`config.mk`:
```
export PLATFORM = sky130hd
export DESIGN_NAME = uart_command_issuer
export DESIGN_NICKNAME = d
export VERILOG_FILES = /design/src/rtl/uart_command_issuer.sv
export SDC_FILE = /design/constraint.sdc
export NUM_CORES = 1
export LEC_CHECK = 0
export CAP_MARGIN = 10
export CORE_MARGIN = 5
export CORE_UTILIZATION = 47
export CTS_CLUSTER_SIZE = 24
export DETAILED_ROUTE_END_ITERATION = 10
export PLACE_DENSITY = 0.78
export SETUP_SLACK_MARGIN = 0.4
export SYNTH_ARGS = -nofsm -noshare
export SYNTH_HDL_FRONTEND = slang
export SYNTH_SLANG_ARGS = --single-unit
```
`constraint.sdc`:
```
create_clock -name clk -period 2.2 [get_ports clk]
set_input_delay 0.44 -clock clk [delete_from_list [all_inputs] [get_ports clk]]
set_output_delay 0.44 -clock clk [all_outputs]
set_load 0.03 [all_outputs]
```
`src/rtl/uart_command_issuer.sv`:
```
// uart_command_issuer
//
// Initiator side of the UART register-access protocol. One parallel command is
// turned into the byte stream that uart_command_handler consumes:
//   UARTRST  : op
//   WRITEREG : op, addr, wdata[7:0], wdata[15:8]
//   READREG  : op, addr, then a 2-byte reply (LSB first) is popped from the RX FIFO
// Opcode 3 is reserved: accepted, nothing sent, completes with an error.
//
// Ports
//   clk, rst                 clock, asynchronous active-high reset
//   cmd_valid / cmd_ready    command handshake (ready only while idle)
//   cmd_opcode/addr/wdata    command fields, latched on accept
//   tx_data / tx_write       byte and push strobe toward the TX FIFO
//   tx_full                  TX FIFO full; pushes stall while high
//   rx_data / rx_read        reply byte (valid the cycle after the pop) and pop strobe
//   rx_empty                 RX FIFO empty; pops wait while high
//   rsp_valid                one-cycle completion strobe
//   rsp_data                 READREG result, held until the next successful READREG
//   rsp_error                with rsp_valid: reply timeout or reserved opcode
//   busy                     inverse of cmd_ready
module uart_command_issuer #(
    parameter int unsigned BUFFER_WIDTH   = 8,
    parameter int unsigned ADDR_WIDTH     = 8,
    parameter int unsigned DATA_WIDTH     = 16,
    parameter int unsigned TIMEOUT_CYCLES = 100000,
    parameter logic [BUFFER_WIDTH-1:0] UARTRST_OPCODE  = 'h00,
    parameter logic [BUFFER_WIDTH-1:0] WRITEREG_OPCODE = 'h01,
    parameter logic [BUFFER_WIDTH-1:0] READREG_OPCODE  = 'h02
) (
    input  logic                    clk,
    input  logic                    rst,
    input  logic                    cmd_valid,
    output logic                    cmd_ready,
    input  logic [1:0]              cmd_opcode,
    input  logic [ADDR_WIDTH-1:0]   cmd_addr,
    input  logic [DATA_WIDTH-1:0]   cmd_wdata,
    output logic [BUFFER_WIDTH-1:0] tx_data,
    output logic                    tx_write,
    input  logic                    tx_full,
    input  logic [BUFFER_WIDTH-1:0] rx_data,
    output logic                    rx_read,
    input  logic                    rx_empty,
    output logic                    rsp_valid,
    output logic [DATA_WIDTH-1:0]   rsp_data,
    output logic                    rsp_error,
    output logic                    busy
);

    localparam logic [1:0] OpUartRst  = 2'd0;
    localparam logic [1:0] OpWriteReg = 2'd1;
    localparam logic [1:0] OpReserved = 2'd3;

    localparam int unsigned TimerWidth = $clog2(TIMEOUT_CYCLES + 1);
    localparam logic [TimerWidth-1:0] TimerLast = TimerWidth'(TIMEOUT_CYCLES - 1);

    typedef enum logic [3:0] {
        StIdle,
        StSendOp,
        StSendAddr,
        StSendLsb,
        StSendMsb,
        StPopLsb,
        StCapLsb,
        StPopMsb,
        StCapMsb,
        StDone
    } state_e;

    state_e                  state_q;
    logic [1:0]              op_q;
    logic [ADDR_WIDTH-1:0]   addr_q;
    logic [DATA_WIDTH-1:0]   wdata_q;
    logic [BUFFER_WIDTH-1:0] lsb_q;
    logic [TimerWidth-1:0]   timer_q;
    logic                    rsp_valid_q;
    logic                    rsp_error_q;
    logic [DATA_WIDTH-1:0]   rsp_data_q;

    logic                    send_state;
    logic                    pop_state;
    logic [BUFFER_WIDTH-1:0] op_byte;
    logic [BUFFER_WIDTH-1:0] send_byte;

    always_comb begin
        op_byte = READREG_OPCODE;
        if (op_q == OpUartRst) begin
            op_byte = UARTRST_OPCODE;
        end else if (op_q == OpWriteReg) begin
            op_byte = WRITEREG_OPCODE;
        end
    end

    always_comb begin
        send_byte = '0;
        case (state_q)
            StSendOp:   send_byte = op_byte;
            StSendAddr: send_byte = BUFFER_WIDTH'(addr_q);
            StSendLsb:  send_byte = wdata_q[BUFFER_WIDTH-1:0];
            StSendMsb:  send_byte = wdata_q[DATA_WIDTH-1:BUFFER_WIDTH];
            default:    send_byte = '0;
        endcase
    end

    assign send_state = state_q inside {StSendOp, StSendAddr, StSendLsb, StSendMsb};
    assign pop_state  = state_q inside {StPopLsb, StPopMsb};

    // FIFO strobes are gated combinationally by full/empty in the same cycle, so a
    // push can never land on a full FIFO and a pop never on an empty one.
    assign tx_write  = send_state & ~tx_full;
    assign tx_data   = send_byte;
    assign rx_read   = pop_state & ~rx_empty;

    assign cmd_ready = (state_q == StIdle);
    assign busy      = ~cmd_ready;
    assign rsp_valid = rsp_valid_q;
    assign rsp_error = rsp_error_q;
    assign rsp_data  = rsp_data_q;

    // rsp_valid_q/rsp_error_q are set on the transition into StDone, so they are
    // high exactly for the single cycle spent in StDone.
    always_ff @(posedge clk or posedge rst) begin
        if (rst) begin
            state_q     <= StIdle;
            op_q        <= 2'd0;
            addr_q      <= '0;
            wdata_q     <= '0;
            lsb_q       <= '0;
            timer_q     <= '0;
            rsp_valid_q <= 1'b0;
            rsp_error_q <= 1'b0;
            rsp_data_q  <= '0;
        end else begin
            rsp_valid_q <= 1'b0;
            rsp_error_q <= 1'b0;
            case (state_q)
                StIdle: begin
                    if (cmd_valid) begin
                        op_q    <= cmd_opcode;
                        addr_q  <= cmd_addr;
                        wdata_q <= cmd_wdata;
                        if (cmd_opcode == OpReserved) begin
                            state_q     <= StDone;
                            rsp_valid_q <= 1'b1;
                            rsp_error_q <= 1'b1;
                        end else begin
                            state_q <= StSendOp;
                        end
                    end
                end
                StSendOp: begin
                    if (!tx_full) begin
                        if (op_q == OpUartRst) begin
                            state_q     <= StDone;
                            rsp_valid_q <= 1'b1;
                        end else begin
                            state_q <= StSendAddr;
                        end
                    end
                end
                StSendAddr: begin
                    if (!tx_full) begin
                        if (op_q == OpWriteReg) begin
                            state_q <= StSendLsb;
                        end else begin
                            state_q <= StPopLsb;
                            timer_q <= '0;
                        end
                    end
                end
                StSendLsb: begin
                    if (!tx_full) begin
                        state_q <= StSendMsb;
                    end
                end
                StSendMsb: begin
                    if (!tx_full) begin
                        state_q     <= StDone;
                        rsp_valid_q <= 1'b1;
                    end
                end
                StPopLsb, StPopMsb: begin
                    if (!rx_empty) begin
                        if (state_q == StPopLsb) begin
                            state_q <= StCapLsb;
                        end else begin
                            state_q <= StCapMsb;
                        end
                    end else if (timer_q == TimerLast) begin
                        // Reply lost: give up, rsp_data keeps its previous value.
                        state_q     <= StDone;
                        rsp_valid_q <= 1'b1;
                        rsp_error_q <= 1'b1;
                    end else begin
                        timer_q <= timer_q + 1'b1;
                    end
                end
                StCapLsb: begin
                    lsb_q   <= rx_data;
                    state_q <= StPopMsb;
                    timer_q <= '0;
                end
                StCapMsb: begin
                    rsp_data_q  <= {rx_data, lsb_q};
                    state_q     <= StDone;
                    rsp_valid_q <= 1'b1;
                end
                StDone: begin
                    state_q <= StIdle;
                end
                default: begin
                    state_q <= StIdle;
                end
            endcase
        end
    end

endmodule

```
M2 wires:
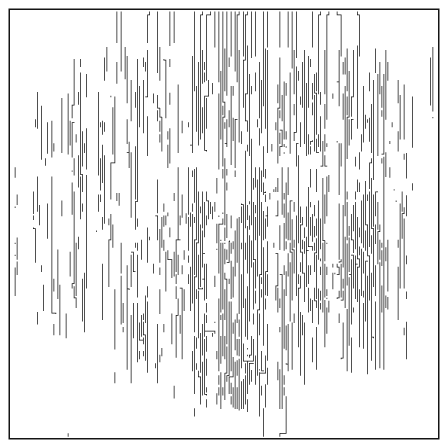
nets with wire on the layer = 430
share of all routed wire = 52%
main direction = vertical

Clock routing:
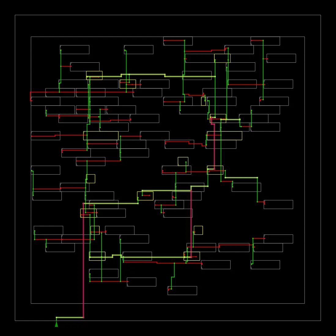
P_clk: 1170 uW
worst-case clock skew: 7.61 ps
Worst-Skew Late Latency: 350 ps

==> metrics.cfg <==
[clock_network]
cts_made_buffers = 9
clk_root_buffer_cell = clkbuf_8
h-tree-depth = 3
cts_tree = yes
clk_pin_slew_ps = 80
cts.sinks = 73
clock_path_buffers = 2
postCtsHoldBufs = 0

[place]
portBuffers = 68
gp_congestion = 0.843
dp.cells = 476
hpwl_um = 5730

[timing]
tightest_slew_ps = 391
finalCriticalPeriod_ps = 2290
slew_headroom = 0.739
setup_violations = 6
tns_ps = -205
setup_slack_ps = -91.7
rsz0062_at_grt = yes
period_used_share = 1.04
finalMaxSlewViolations = 0
timing_hold_violations_final = 0

[yosys]
synth_top_area_share = 0.518
yosysChipArea_um2 = 3530
synth_area_um2 = 3530
syn_avg_cell_area_um2 = 11.4
synth_area_leader_cell = dfrtp_1
ys_ff = 73
synthCells = 309
synth-main-ff-cell = dfrtp_1
syn_nets = 349
yosysWarningCount = 0
seq_area_frac_synth = 0.518
enable_flop_cells = 0
async_flop_share = 1.00
synth.distinct_cells = 54
ys_cells = 309
area_leaders = dfrtp_1 52%, mux2_2 17%, a221o_1 2.3%

[worst_setup_path]
reg2reg_depth = 6
crit_path_end = tx_data[6]
required_ps = 1760
slowest_delay_ps = 410
r2r-end = timer_q[2]$_DFFE_PP0P_
start_kind = register
cp_common_cell = buf_6
timing.rr.start = timer_q[11]$_DFFE_PP0P_
cp_max_fo = 7
slowest_stage = a222oi_1
setup.worst_path.end_class = primary output
ff2ff_setup_slack_ps = 80
critPathLaunch = state_q[0]$_DFFE_PP0P_
cp.arrival_ps = 1850
path_class = register to primary output

[die]
die_w_um = 96.6
ios = 69
initial_core_util = 0.484
core_um2 = 7290
chipArea_um2 = 9340
die_h_um = 96.6
rows = 31

[hold_path]
hold_path.class = register to register
holdPathStages = 1

[routing]
routed_via_density = 5.62
vias = 3002
drcViolationCount = 0
ant_nets = 0
dr.pass1.iters = 5
routedWlPerCell_um = 18.0
drtIter0Drc = 307
totalWireLength_um = 9610

[status]
status = finished with violations
failed_checks = setup timing

[global_routing]
grt_start_max_net_pins = 74
grt_pass1_vias = 3070
grt_pass1_wl_um = 15400
antenna_found_initial = 0
track_usage = 0.198
grt.overflow.total = 0

[pwr]
ir_drop_uv = 677
power_uw = 6850
power.leakage_uw = 0.00243
pwr_density_cell_nw_per_um2 = 1310

[cells_and_area]
final_cell_count_no_fill = 534
n_antenna_cell = 0
fin_util = 0.719
area_delta_synth_final_pct = 48.7
fin_nets = 470
final_cell_mix = 71 x dfrtp_1, 51 x mux2_2, 40 x buf_4
drive_gt1_frac = 0.425

[run]
drv_cap = 0
warnings = 29

Logic cells by family:
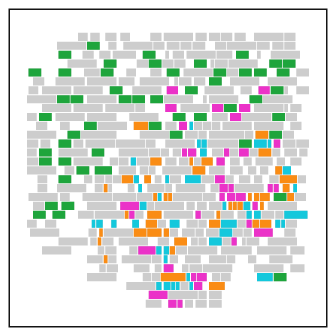
nand cells -> cyan  # cells 40
mux cells -> green  # cells 52
aoi and oai cells -> magenta  # cells 36
nor cells -> orange  # cells 41
combinational share of cell area: 0.349
most used logic cell in the final layout: dfrtp_1

power by group:
group | leakage [uW] | internal (uW) | switching [uW]
Sequential | 0.000921 | 1860 | 319
Clock | 0.0000991 | 642 | 528
Combinational | 0.00141 | 1740 | 1770
through the flow:
stage | hold WS, ps | instance area [um2] | setup slack, ps
after floorplan | 468 | 3600 | 96.0
after global placement | 484 | 4430 | 9.40
after detailed placement | 493 | 4430 | -51.6
after CTS | 509 | 4910 | -44.4
after global routing | 523 | 5250 | -186
final | 503 | 5250 | -91.7
metal layers:
layer / vias to the layer above / wire length [um] / track usage
met5: - / 0 / 0
met4: 0 / 164 / 0.0691
met3: 16 / 565 / 0.0540
met2: 113 / 5000 / 0.339
met1: 1485 / 3870 / 0.239
li1: 1388 / - / -
synth_stat cells (all sizes together), types with 6 or more instances:
cell type / instances
dfrtp: 73
nor2: 20
buf: 8
a21oi: 11
a222oi: 6
mux2: 52
clkbuf: 8
inv: 11
a221o: 8
o21ai: 8
nor3: 9
nand3: 9
nand2: 21
and3: 11
critical path: cells and delay by family, from the launching register on:
family | cells | cell delay (ps)
buf+inv | 4 | 540
compound gates | 1 | 410
flops | 1 | 370
simple gates | 2 | 170
sequential cells by signal (all words and copies together) (netlist names):
signal and flops:
rsp_valid 1, lsb_q 8, rsp_data 16, state_q 4, wdata_q 16, timer_q 17, rsp_error 1, addr_q 8
op_q 2
final cells by class:
| cell class | instances | area, um2 |
|---|---|---|
| Clock buffer | 10 | 128 |
| Multi-Input combinational cell | 211 | 1830 |
| Clock inverter | 6 | 91.3 |
| Inverter | 11 | 52.6 |
| Tap cell | 99 | 124 |
| Sequential cell | 73 | 1830 |
| Timing Repair Buffer | 124 | 1190 |
| Fill cell | 501 | 2050 |
what timing repair did:
item | 4_1_cts | 5_1_grt
cloned | 2 | 0
endpoints found under the setup margin | 64 | 78
setup buffers | 15 | 25
gates resized | 75 | 36
pin swaps | 16 | 16
how the worst min path moves through the flow:
stage / from / to
after floorplan: timer_q[16]$_DFFE_PP0P_ / timer_q[16]$_DFFE_PP0P_
after global placement: lsb_q[7]$_DFFE_PP0N_ / rsp_data[7]$_DFFE_PP0P_
after detailed placement: wdata_q[1]$_DFFE_PP0P_ / wdata_q[1]$_DFFE_PP0P_
after CTS: wdata_q[1]$_DFFE_PP0P_ / wdata_q[1]$_DFFE_PP0P_
after global routing: rsp_data[1]$_DFFE_PP0P_ / rsp_data[1]$_DFFE_PP0P_
final: rsp_data[1]$_DFFE_PP0P_ / rsp_data[1]$_DFFE_PP0P_
cells by family (layout without fill, tap and decap cells):
kind of cell / after synthesis / in the layout / share of synthesized area
and+or+nand+nor: 98 / 99 / 0.154
DFF: 73 / 73 / 0.518
AOI/OAI and AO/OA: 57 / 58 / 0.122
muxes: 52 / 52 / 0.166
buffers and inverters: 27 / 151 / 0.0341
adders and majority gates: 1 / 1 / 0.00355
xor gates and xnor gates: 1 / 1 / 0.00248
Power and IR drop assume default switching activity.
